[src/rtl/grf_sb.sv]
// Multi-port general register file with write-through bypass and a
// single-outstanding pending scoreboard for decode-stage RAW detection.
module grf_sb #(
  parameter int DATA_W   = 32,
  parameter int ADDR_W   = 5,
  parameter int NUM_RD   = 2,
  parameter int ZERO_REG = 1,
  parameter int TRACE    = 1
) (
  input  logic                       clk,
  input  logic                       reset,
  input  logic [NUM_RD*ADDR_W-1:0]   rdReg,
  output logic [NUM_RD*DATA_W-1:0]   rdData,
  output logic [NUM_RD-1:0]          rdBusy,
  input  logic                       issueEnable,
  input  logic [ADDR_W-1:0]          issueReg,
  input  logic                       weA,
  input  logic [ADDR_W-1:0]          wRegA,
  input  logic [DATA_W-1:0]          wDataA,
  input  logic [31:0]                pcA,
  input  logic                       weB,
  input  logic [ADDR_W-1:0]          wRegB,
  input  logic [DATA_W-1:0]          wDataB,
  input  logic [31:0]                pcB,
  output logic [ADDR_W:0]            busyCount
);

  localparam int DEPTH = 1 << ADDR_W;
  localparam bit HAS_ZERO = (ZERO_REG != 0);

  logic [DATA_W-1:0] regFile [DEPTH];
  logic [DEPTH-1:0]  pendingReg;
  logic [DEPTH-1:0]  pendingNext;
  logic [ADDR_W:0]   busyCountReg;
  logic [ADDR_W:0]   busyCountNext;

  logic commitA;
  logic commitB;
  logic issueValid;

  // Register 0 is hard-wired when HAS_ZERO: writes and issues to it vanish.
  assign commitA    = weA && !(HAS_ZERO && (wRegA == '0));
  assign commitB    = weB && !(HAS_ZERO && (wRegB == '0));
  assign issueValid = issueEnable && !(HAS_ZERO && (issueReg == '0));

  always_ff @(posedge clk) begin
    if (reset) begin
      for (int i = 0; i < DEPTH; i++) begin
        regFile[i] <= '0;
      end
      pendingReg   <= '0;
      busyCountReg <= '0;
    end else begin
      if (commitA) regFile[wRegA] <= wDataA;
      if (commitB) regFile[wRegB] <= wDataB;
      pendingReg   <= pendingNext;
      busyCountReg <= busyCountNext;
    end
  end

  // A new producer outranks a retiring one for the same register.
  for (genvar gi = 0; gi < DEPTH; gi++) begin : gPending
    localparam logic [ADDR_W-1:0] IDX = ADDR_W'(gi);
    logic issueHit;
    logic writeHit;
    assign issueHit = issueValid && (issueReg == IDX);
    assign writeHit = (commitA && (wRegA == IDX)) || (commitB && (wRegB == IDX));
    assign pendingNext[gi] = issueHit ? 1'b1 : (writeHit ? 1'b0 : pendingReg[gi]);
  end

  always_comb begin
    busyCountNext = '0;
    for (int i = 0; i < DEPTH; i++) begin
      busyCountNext = busyCountNext + (ADDR_W+1)'(pendingNext[i]);
    end
  end

  assign busyCount = busyCountReg;

  for (genvar gi = 0; gi < NUM_RD; gi++) begin : gRead
    logic [ADDR_W-1:0] idx;
    logic              isZero;
    logic              hitA;
    logic              hitB;
    logic [DATA_W-1:0] word;

    assign idx    = rdReg[gi*ADDR_W +: ADDR_W];
    assign isZero = HAS_ZERO && (idx == '0);
    assign hitA   = commitA && (wRegA == idx);
    assign hitB   = commitB && (wRegB == idx);

    always_comb begin
      word = regFile[idx];
      if (isZero)    word = '0;
      else if (hitB) word = wDataB;
      else if (hitA) word = wDataA;
    end

    assign rdData[gi*DATA_W +: DATA_W] = word;
    assign rdBusy[gi] = pendingReg[idx] && !hitA && !hitB && !isZero;
  end

  if (TRACE != 0) begin : gTrace
`ifndef SYNTHESIS
    always_ff @(posedge clk) begin
      if (!reset) begin
        if (commitA && !$isunknown(wDataA))
          $display("%d@%h: $%d <= %h", $time, pcA, wRegA, wDataA);
        if (commitB && !$isunknown(wDataB))
          $display("%d@%h: $%d <= %h", $time, pcB, wRegB, wDataB);
      end
    end
`endif
  end

endmodule
[config.mk]
export PLATFORM = sky130hd
export DESIGN_NAME = grf_sb
export DESIGN_NICKNAME = d
export VERILOG_FILES = /design/src/rtl/grf_sb.sv
export SDC_FILE = /design/constraint.sdc
export NUM_CORES = 2
export LEC_CHECK = 0
export CAP_MARGIN = 20
export CORE_UTILIZATION = 60
export CTS_BUF_LIST = sky130_fd_sc_hd__clkbuf_16
export DETAILED_ROUTE_END_ITERATION = 8
export PLACE_DENSITY_LB_ADDON = 0.08
export SKIP_LAST_GASP = 1
export SLEW_MARGIN = 15
export SYNTH_ARGS = -nofsm -noshare
export SYNTH_HDL_FRONTEND = slang
export SYNTH_SLANG_ARGS = --single-unit
[constraint.sdc]
create_clock -name clk -period 7.4 [get_ports clk]
set_input_delay 0.74 -clock clk [delete_from_list [all_inputs] [get_ports clk]]
set_output_delay 0.74 -clock clk [all_outputs]
set_load 0.1 [all_outputs]
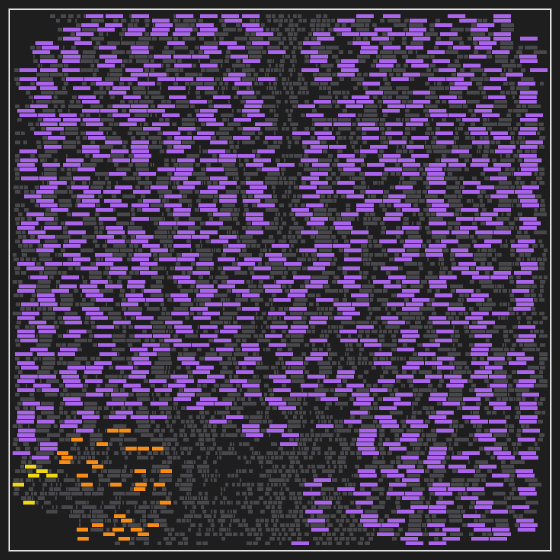
(sequential cells grouped by signal name)
- orange: pendingReg (flops 32; where bottom left)
- purple: regFile (flops 1024; where spread over the die)
- yellow: busyCount (flops 6; where bottom left)
P_seq: 7.15 mW
Final Util: 66.7%
Flop area: 31500 um2

==> GITHUB_STEP_SUMMARY <==
## Implementation flow summary

| Metric | Value |
|---|---|
| Die W | roughly 330 um |
| Fraction of power spent switching nets | between 20% and 30% |
| LEAKAGE | between 20 and 25 nW |
| Yosys stat area | about 63000 um2 |
| Inverters | 29 |
| Max clock buf depth | 3 |
| Htree depth | 3 |
| Synth top area share | 48.8% |
| Share of cells above drive strength 1 | 25.6% |
| CTS tree | yes |
| Slowest cell on crit path | clkdlybuf4s50_1 |
| Critical Path Fanout Max | 9 |
| Synth flops | around 1100 |
| Final setup viols | 0 |
| Cts hold-fix bufs | 0 |
| Largest class | sequential cells |
| Worst slew pin tran | between 1 and 1.5 ns |
| Run status | completed |
| FFs w/ async S/R, synth | 0% |
| Hold WC Path Type | primary input to flop |
| Final instance area | slightly below 70000 um2 |
| Signal buffers share of area | roughly 4.9% |
| Peak VDD IR | ~0.22 mV |
| Drt drc | 0 |
| CP Class | primary input to flop |
| Gate Area | roughly 29000 um2 |
| Floorplan utilization | 60.7% |
| FF+latch count | about 1100 |
| Final ANT Viol Nets | 0 |
| Most used standard cell by instance count after synthesis | edfxtp_1 |
| Non-clk bufs | approximately 410 |
| Mux frac, synth | roughly a fifth |
| FMAX | about 0.16 GHz |
| Post_cts resized | 0 |
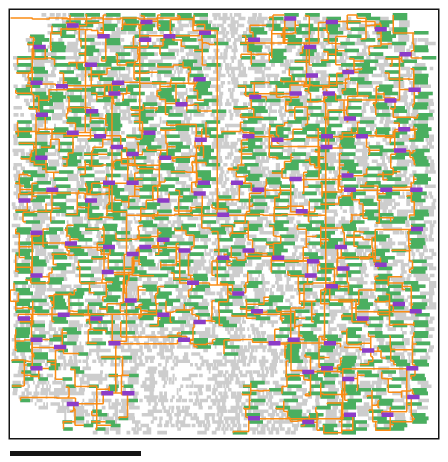
(clock network drawn from the DEF)
Bar = 100 um.
- green: flip-flops (count 1062)
- orange: clock wires (length 12900 um)
- purple: cells driving clock nets (count 114)
- routed clock nets: 115
- flops lie: spread over the die
clock skew: 0.00240 ns
P_clk: 5.57 mW
clk_lat worst skew: 0.71 ns
Clock power frac: 35.9%

==> sequential cells by signal, summed over array words and instances (netlist names) <==
register,count
busyCount,6
pendingReg,32
regFile,1024
==> routing by layer <==
layer  vias up  wire length, um  global-route usage (%)
li1      18500                -                       -
met1     24200            81700                    59.8
met2      4867           104000                    64.1
met3       967            43300                    18.2
met4        12            13200                    21.4
met5         -               82                       0
==> worst paths after layout <==
check | start | to | cells after the start
hold / removal | reset | pendingReg[26] | 2
hold reg to reg | pendingReg[0] | pendingReg[0] | 1
setup / recovery | wRegB[0] | busyCount[4] | 23
setup reg to reg | pendingReg[5] | busyCount[4] | 19
Power and IR drop assume default switching activity.
